$ cat config.mk
export PLATFORM = sky130hd
export DESIGN_NAME = disp_scan_flat
export DESIGN_NICKNAME = d
export VERILOG_FILES = /design/src/rtl/disp_scan_if.sv /design/src/rtl/disp_scan.sv /design/src/flat_wrapper.sv
export SDC_FILE = /design/constraint.sdc
export NUM_CORES = 1
export LEC_CHECK = 0
export CAP_MARGIN = 20
export CORE_MARGIN = 1.5
export CORE_UTILIZATION = 40
export CTS_CLUSTER_DIAMETER = 80
export CTS_CLUSTER_SIZE = 20
export DETAILED_ROUTE_END_ITERATION = 6
export GPL_TIMING_DRIVEN = 1
export PLACE_DENSITY = 0.62
export SYNTH_ARGS = -nofsm -noshare
export SYNTH_HDL_FRONTEND = slang
export SYNTH_SLANG_ARGS = --single-unit
$ cat constraint.sdc
create_clock -name clk -period 2.42 [get_ports clk]
set_clock_uncertainty 0.1 [all_clocks]
set_input_delay 0.484 -clock clk [delete_from_list [all_inputs] [get_ports clk]]
set_output_delay 0.484 -clock clk [all_outputs]
set_load 0.01 [all_outputs]
$ cat src/rtl/disp_scan_if.sv
// disp_scan_if: signal bundle between a 4-digit 7-segment scanner and its host.
//   data_i  [15:0] four hex digits, digit k = data_i[4k+3:4k]
//   dot_i   [3:0]  decimal point per digit
//   en_i    [3:0]  digit enable, 0 blanks the digit
//   segment [7:0]  segment drive, bit0..6 = a..g, bit7 = dp
//   anode   [3:0]  one-hot digit select
//   frame_o        one-cycle pulse when a new input frame is latched
// master = host side (drives inputs), slave = scanner side.
interface disp_scan_if;
  logic [15:0] data_i;
  logic [3:0]  dot_i;
  logic [3:0]  en_i;
  logic [7:0]  segment;
  logic [3:0]  anode;
  logic        frame_o;

  modport master (
    output data_i,
    output dot_i,
    output en_i,
    input  segment,
    input  anode,
    input  frame_o
  );

  modport slave (
    input  data_i,
    input  dot_i,
    input  en_i,
    output segment,
    output anode,
    output frame_o
  );
endinterface

$ cat src/rtl/disp_scan.sv
// disp_scan: time-multiplexed driver for a 4-digit 7-segment display.
// Each digit is shown for CLK_FREQ*SCAN_US clock cycles. Inputs are captured
// into shadow registers once per frame (on the 3->0 digit wrap) so a frame is
// never torn by host updates. All outputs are registered.
//   clk  main clock, rising edge
//   rst  asynchronous active-low reset
//   bus  disp_scan_if slave modport (data/dot/en in, segment/anode/frame out)
module disp_scan #(
  parameter int unsigned CLK_FREQ   = 100,
  parameter int unsigned SCAN_US    = 1000,
  parameter bit          ACTIVE_LOW = 1'b1
) (
  input  logic        clk,
  input  logic        rst,
  disp_scan_if.slave  bus
);

  localparam int unsigned CLK_COUNT = CLK_FREQ * SCAN_US;
  // Width of CLK_COUNT-1; a single-cycle dwell still needs a 1-bit counter.
  localparam int unsigned CntW      = (CLK_COUNT > 1) ? $clog2(CLK_COUNT) : 1;
  localparam logic [CntW-1:0] CntMax = CntW'(CLK_COUNT - 1);
  localparam logic [7:0] SegOff     = {8{ACTIVE_LOW}};
  localparam logic [3:0] AnOff      = {4{ACTIVE_LOW}};

  logic [CntW-1:0] presc_q, presc_d;
  logic [1:0]      idx_q, idx_d;
  logic [15:0]     sh_data_q;
  logic [3:0]      sh_dot_q, sh_en_q;
  logic            frame_q;
  logic [7:0]      segment_q, segment_d;
  logic [3:0]      anode_q, anode_d;

  logic            tick;
  logic            wrap;
  logic [3:0]      nibble;
  logic [6:0]      pattern;
  logic            digit_on;

  always_comb begin
    tick    = (presc_q == CntMax);
    wrap    = tick && (idx_q == 2'd3);
    presc_d = tick ? '0 : presc_q + 1'b1;
    idx_d   = tick ? idx_q + 2'd1 : idx_q;

    nibble   = sh_data_q[{idx_q, 2'b00} +: 4];
    digit_on = sh_en_q[idx_q];

    case (nibble)
      4'h0:    pattern = 7'h3F;
      4'h1:    pattern = 7'h06;
      4'h2:    pattern = 7'h5B;
      4'h3:    pattern = 7'h4F;
      4'h4:    pattern = 7'h66;
      4'h5:    pattern = 7'h6D;
      4'h6:    pattern = 7'h7D;
      4'h7:    pattern = 7'h07;
      4'h8:    pattern = 7'h7F;
      4'h9:    pattern = 7'h6F;
      4'hA:    pattern = 7'h77;
      4'hB:    pattern = 7'h7C;
      4'hC:    pattern = 7'h39;
      4'hD:    pattern = 7'h5E;
      4'hE:    pattern = 7'h79;
      default: pattern = 7'h71;
    endcase

    // Blanked digit drops everything including the dp and its anode.
    if (digit_on) begin
      segment_d = {sh_dot_q[idx_q], pattern};
      anode_d   = 4'(4'b0001 << idx_q);
    end else begin
      segment_d = 8'h00;
      anode_d   = 4'h0;
    end
    segment_d = segment_d ^ SegOff;
    anode_d   = anode_d ^ AnOff;
  end

  always_ff @(posedge clk or negedge rst) begin
    if (!rst) begin
      presc_q   <= '0;
      idx_q     <= 2'd0;
      sh_data_q <= 16'h0000;
      sh_dot_q  <= 4'h0;
      sh_en_q   <= 4'h0;
      frame_q   <= 1'b0;
      segment_q <= SegOff;
      anode_q   <= AnOff;
    end else begin
      presc_q   <= presc_d;
      idx_q     <= idx_d;
      frame_q   <= wrap;
      segment_q <= segment_d;
      anode_q   <= anode_d;
      if (wrap) begin
        sh_data_q <= bus.data_i;
        sh_dot_q  <= bus.dot_i;
        sh_en_q   <= bus.en_i;
      end
    end
  end

  assign bus.segment = segment_q;
  assign bus.anode   = anode_q;
  assign bus.frame_o = frame_q;

endmodule

$ cat src/flat_wrapper.sv
// flat-port wrapper written by rule: the top's interface ports become plain ports
module disp_scan_flat 
#(
  parameter int unsigned CLK_FREQ   = 100,
  parameter int unsigned SCAN_US    = 1000,
  parameter bit          ACTIVE_LOW = 1'b1
)
  (clk, rst, bus_data_i, bus_dot_i, bus_en_i, bus_segment, bus_anode, bus_frame_o);
  disp_scan_if bus_i ();
  input  logic clk;
  input  logic rst;
  input wire logic [$bits(bus_i.data_i)-1:0] bus_data_i;
  input wire logic [$bits(bus_i.dot_i)-1:0] bus_dot_i;
  input wire logic [$bits(bus_i.en_i)-1:0] bus_en_i;
  output wire logic [$bits(bus_i.segment)-1:0] bus_segment;
  output wire logic [$bits(bus_i.anode)-1:0] bus_anode;
  output wire logic [$bits(bus_i.frame_o)-1:0] bus_frame_o;
  assign bus_i.data_i = bus_data_i;
  assign bus_i.dot_i = bus_dot_i;
  assign bus_i.en_i = bus_en_i;
  assign bus_segment = bus_i.segment;
  assign bus_anode = bus_i.anode;
  assign bus_frame_o = bus_i.frame_o;
  disp_scan #(.CLK_FREQ(CLK_FREQ), .SCAN_US(SCAN_US), .ACTIVE_LOW(ACTIVE_LOW)) u_core (.clk(clk), .rst(rst), .bus(bus_i));
endmodule
**Register map, names as in the netlist**

Other sequential cells in the stronger grey, the rest of the logic in the fainter grey.
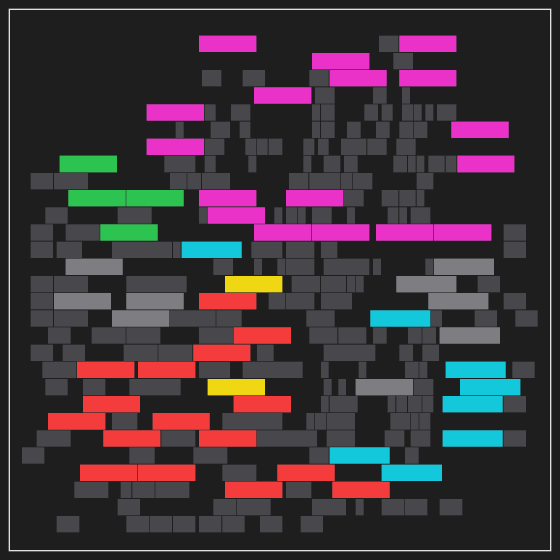
[red] u_core.sh_data_q | flops: 16
[cyan] u_core.bus.segment | flops: 8
[magenta] u_core.presc_q | flops: 17
[yellow] u_core.idx_q | flops: 2
[green] u_core.sh_dot_q | flops: 4

**Drive-strength map**

Scale bar: 20 um.
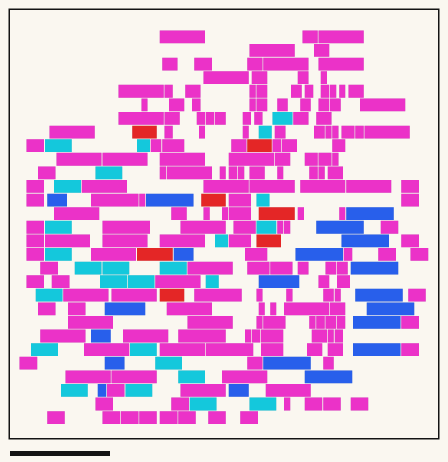
[blue] drive 2 | cells: 20
[magenta] drive 1 or less | cells: 194
[cyan] drive 3 to 4 | cells: 26
[red] drive 6 and up | cells: 7

**Selected gate families**

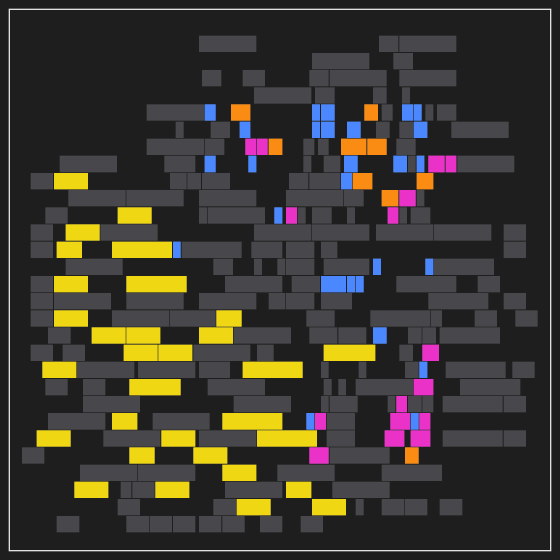
[magenta] inverting AOI/OAI gates | cells: 16
[orange] AND and OR gates | cells: 9
[yellow] multiplexers | cells: 31
[blue] NAND gates | cells: 27

==> changes_impl.md <==
### Changed

- Outcome: finished with violations
- Top Layout Cells: dfrtp_1, clkdlybuf4s50_1, mux2_4, nand2_1, dfstp_2
- DR DRC count: 3
- Final period utilization: 0.924
- Failing checks: design-rule violations
- Htree depth: 2
- Unrepaired setup endpoints after global routing: no
- Ao+oa area frac: 0.0390
- Clock Tree Buf Depth: 2
- Largest power group: sequential cells
- Critical path startpoint category: flip-flop
- Logic cell area: 1200 um^2
- R2R Path Start: u_core.idx_q[0]
- Metal-1 WL: 2380 um
- Synth area leader: dfrtp_1
- Flop count: 56
- Total net switching power: 385 uW
- Worst Setup SP: u_core.idx_q[0]
- Yosys adder share: 0.0504
- Slew Limit Fails: 0
- Commonest Layout Cell: dfrtp_1
- Dpl cells: 316
- Max-cap viol count: 0
- Clock group: 508 uW
- CP required: 2.56 ns
- Cell area leaders: dfrtp_1, dfstp_2, mux2_4
- Inverter count: 9
- Clock buf count: 5
- Final hold violations: 0
- Setup total negative slack: 0 ns
- P per Cell Area: 507 nW/um^2
- Clk root buf: clkbuf_8
- Fillers: 589
- Comb pwr: 165 uW
- GP Congestion: 0.786
- Total CTS buffers: 5
- Largest register FFs: 17
- First-pass GRT wire length: 7960 um
- Antenna Cells: 0
- Clock slew at the register clock pins of the worst setup and hold paths: 0.10 ns
- Final setup fails: 0
- Worst-path maximum fanout: 5
- EDFF count, synth: 0
- Net count after synthesis: 242
- Post-synth top area share: 0.403
- Initial antenna violation count: 0
- Met2 WL: 2170 um
- Sw Ratio: 0.232
- DR pass1 iterations: 6
- Ys Warns: 0
- TAP cells: 77
- Internal Power: 1.28 mW
- Mux cell area share: 0.190
- Final worst setup slack: 0.184 ns
- Crit path time final: 2.24 ns
- Top delay family on crit path: multiplexers
- Fin cells: 324
- Seq pwr: 989 uW
- Grt peak-use layer: met1
- Largest Register: u_core.presc_q
- Top non-seq family: multiplexers
- Reg area: 1420 um^2
- Sink Count: 56
- Drt first-iter violations: 80
Power figures rest on the tool's default switching activity, not on a simulated workload.
